Figure 1. Met1 routing.
Scale: 2 px per um. Cells faint in the background.
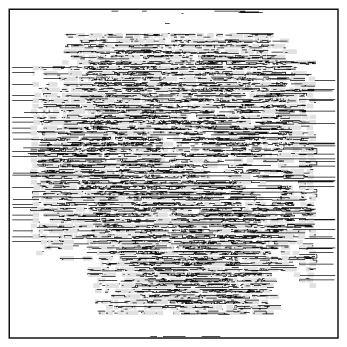
Figure 2. Signal wires on met2.
Scale: 3 px per um.
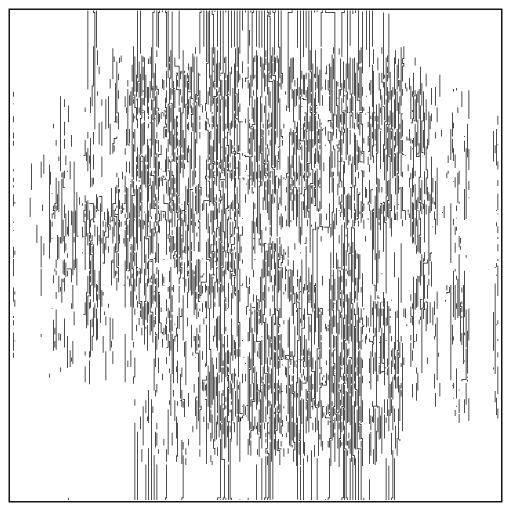
Figure 3. Metal 3.
Scale: 1.5 px per um. Cells faint in the background.
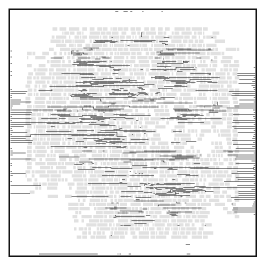
Figure 4. Met4 routing.
Scale: 1.5 px per um. Cells faint in the background.
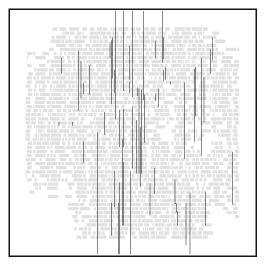
==> config.mk <==
export PLATFORM = sky130hd
export DESIGN_NAME = wb_io_regbank
export DESIGN_NICKNAME = d
export VERILOG_FILES = /design/src/rtl/wb_io_pkg.sv /design/src/rtl/io_sync2.sv /design/src/rtl/wb_io_regbank.sv
export SDC_FILE = /design/constraint.sdc
export NUM_CORES = 1
export LEC_CHECK = 0
export CAP_MARGIN = 30
export CORE_MARGIN = 10
export CORE_UTILIZATION = 58
export CTS_BUF_LIST = sky130_fd_sc_hd__clkbuf_8
export CTS_CLUSTER_SIZE = 28
export DETAILED_ROUTE_END_ITERATION = 10
export PLACE_DENSITY = 0.94
export SKIP_CTS_REPAIR_TIMING = 1
export SLEW_MARGIN = 5
export SYNTH_ARGS = -nofsm -noshare
export SYNTH_HDL_FRONTEND = slang
export SYNTH_HIERARCHICAL = 1
export SYNTH_SLANG_ARGS = --single-unit
==> constraint.sdc <==
create_clock -name wb_clk_i -period 3.5 [get_ports wb_clk_i]
set_input_delay 0.525 -clock wb_clk_i [delete_from_list [all_inputs] [get_ports wb_clk_i]]
set_output_delay 0.525 -clock wb_clk_i [all_outputs]
set_load 0.005 [all_outputs]
==> flow_summary.yaml <==
# synthesis and place-and-route metrics
timing:
  min_period_over_period_pct: 75.0
  slew_headroom_pct: 54.8
  hold_viol_final: 0
  post-route-min-period_ns: 2.62
  tightest_slew_ns: 0.678
  maxSlewViolCount: 0
  tns_ns: 0
  grt_setup_unrepaired: "false"
  hold_ws_ns: 0.433
  fmax_mhz: 381
  setup_ws_ns: 0.876
  finalClockSkew_ns: 0.0184
  finalSetupViolCount: 0
route:
  ant_nets: 0
  top_layer_used: "met5"
  vias_per_cell: 6.33
  drc_errors: 0
  initialDrtViolationCount: 1743
  avgRoutedWirePerCell_um: 21.9
  drt-pass1-iter-count: 9
  wl_met2_um: 17100
  wl_met3_um: 4060
global_route:
  grt_pass1_vias: 10700
  antenna_found_initial: 4
  grt_first_pass_wirelength_um: 57600
  grt_max_degree: 145
  grt_busiest_layer: "met2"
  overflow: 0
  grtUsageTotal_pct: 26.6
pwr:
  p_seq_share_pct: 51.8
  seq_cell_power_mw: 3.55
  maxPowerGroup: "registers"
  powerDensity_mw_per_mm2: 449
  p_switching_mw: 1.54
  internal_power_mw: 5.31
  leakage_nw: 5.39
  comb_power_share_pct: 5.9
  sw_frac_of_total_pct: 22.4
  finalPower_mw: 6.85
  powerClk_mw: 2.90
  comb-power_mw: 0.402
  vdd_drop_max_uv: 255
finish:
  clockBufferCount: 60
  inv_count: 1
  num-multi-input-gates: 812
  flop_area_mm2: 0.00603
  layout.nets: 1528
  clk_share_pct: 6.01
  logic_area_mm2: 0.00547
  final_core_util_pct: 75.4
  sh_comb_area_pct: 35.9
  post-route-cell-area_mm2: 0.0152
  drive_gt1_share_pct: 9.50
  syn2layout_area_growth_pct: 27.4
  antenna_cells: 2
  dominant_cells: "registers"
  lay_top_cells: "dfxtp_1 (301), clkdlybuf4s50_1 (217), nor2b_1 (190)"
  buffers_excl_clock: 253
  flops: 301
  n_fill_cell: 1309
  finalNonFillerCells: 1714
  seq_share_pct: 39.5
  layout_top_cell: "dfxtp_1"
  buf_share_pct: 16.3
critical_path:
  required_ns: 3.98
  crit_type: "input port to flop"
  worstPathMaxFanout: 8
  crit_buf_inv: 2
  crit_chain: "clkdlybuf4s50_1, or4_1, nor3_4, buf_4, and3_1, mux2i_1"
  startpoint_type: "input port"
  slowest_delay_ns: 0.67
  cp_slowest_cell: "or4_1"
  crit_cells: 6
  arrival_ns: 3.10
  r2r_setup_slack_ns: 1.35
  path_delay_family: "simple AND/OR/NAND/NOR gates"
  worstSetupEndpointType: "flop"
  worstRegToRegCells: 4
placement:
  pre_cts_ws_ns: 0.316
  gp_congestion: 0.914
  dp_cells: 1637
  post_dp_cell_area_mm2: 0.0143
  portBuffers: 218
  hpwl_um: 24900
logic_synthesis:
  adder_share_pct: 0
  edf_count: 0
  top_cells_by_count: "dfxtp_1 (301), nor2b_1 (190), nor2_1 (117), a21oi_1 (73), mux2i_1 (70)"
  async_reset_ff_share_pct: 0
  synthCells: 1219
  yosys_cells: 1219
  yosys.area.top_type: "dfxtp_1"
  simple_gate_area_share_pct: 22.2
  ys_ff: 301
  ys_types: 46
  synth_seq_share_pct: 50.4
  top_cell_area_share_pct: 50.4
  syn_area_per_cell_um2: 9.82
  yosys_area_mm2: 0.0120
  top_logic_kind: "simple AND/OR/NAND/NOR gates"
  area_leaders: "dfxtp_1 (50%), nor2b_1 (9.9%), mux2i_1 (5.9%), nor2_1 (3.7%), o31ai_1 (3.3%)"
  ys_sh_mux_pct: 7.83
  synth_warnings: 6
  synth_area_mm2: 0.0120
  synth.most_common_cell: "dfxtp_1"
  synthXorXnorAreaFrac_pct: 0
  synth-compound-area-share_pct: 15.4
floorplan:
  rows: 52
  die.size.x_um: 164
  dieArea_mm2: 0.0268
  core_area_mm2: 0.0202
  die_y_um: 164
  ios: 223
  num_tap_cells: 270
  initCoreUtil_pct: 59.1
run:
  cap_violations: 0
  log.warning_count: 32
min_path:
  whs_path_depth: 1
  min_path_type: "flop to flop"
clock_tree:
  cts_tree: "done"
  cts_made_buffers: 48
  clk_pin_slew_ns: 0.06
  cts_max_level: 2
  cts-root-buf: "clkbuf_8"
  clock_path_buffers: 3
  insertion_delay_ns: 0.56
run_status:
  status: "completed"
Back to the opening pictures, Figure 1:
- longest straight run: 50.6 um
- main direction: horizontal
- wire length on this layer: 14,500 um
- nets with wire on the layer: 1,415
- share of all routed wire: 39%
total number of vias: 10,900
grt met1 use: 33.5%

Back to the opening pictures, Figure 2:
- nets with wire on the layer: 1,352
- share of all routed wire: 46%
- wire length on this layer: 17,100 um
- main direction: vertical
- longest straight run: 61.6 um
drt total wl: 37,500 um
met2 GRT Util: 41.1%

Back to the opening pictures, Figure 3:
- longest straight run: 46.5 um
- share of all routed wire: 11%
- nets with wire on the layer: 300
- main direction: horizontal
- wire length on this layer: 4,060 um
Global Route met3 Usage: 7.07%

Back to the opening pictures, Figure 4:
- nets with wire on the layer: 47
- wire length on this layer: 1,730 um

Power is estimated from default activity; no workload was simulated.
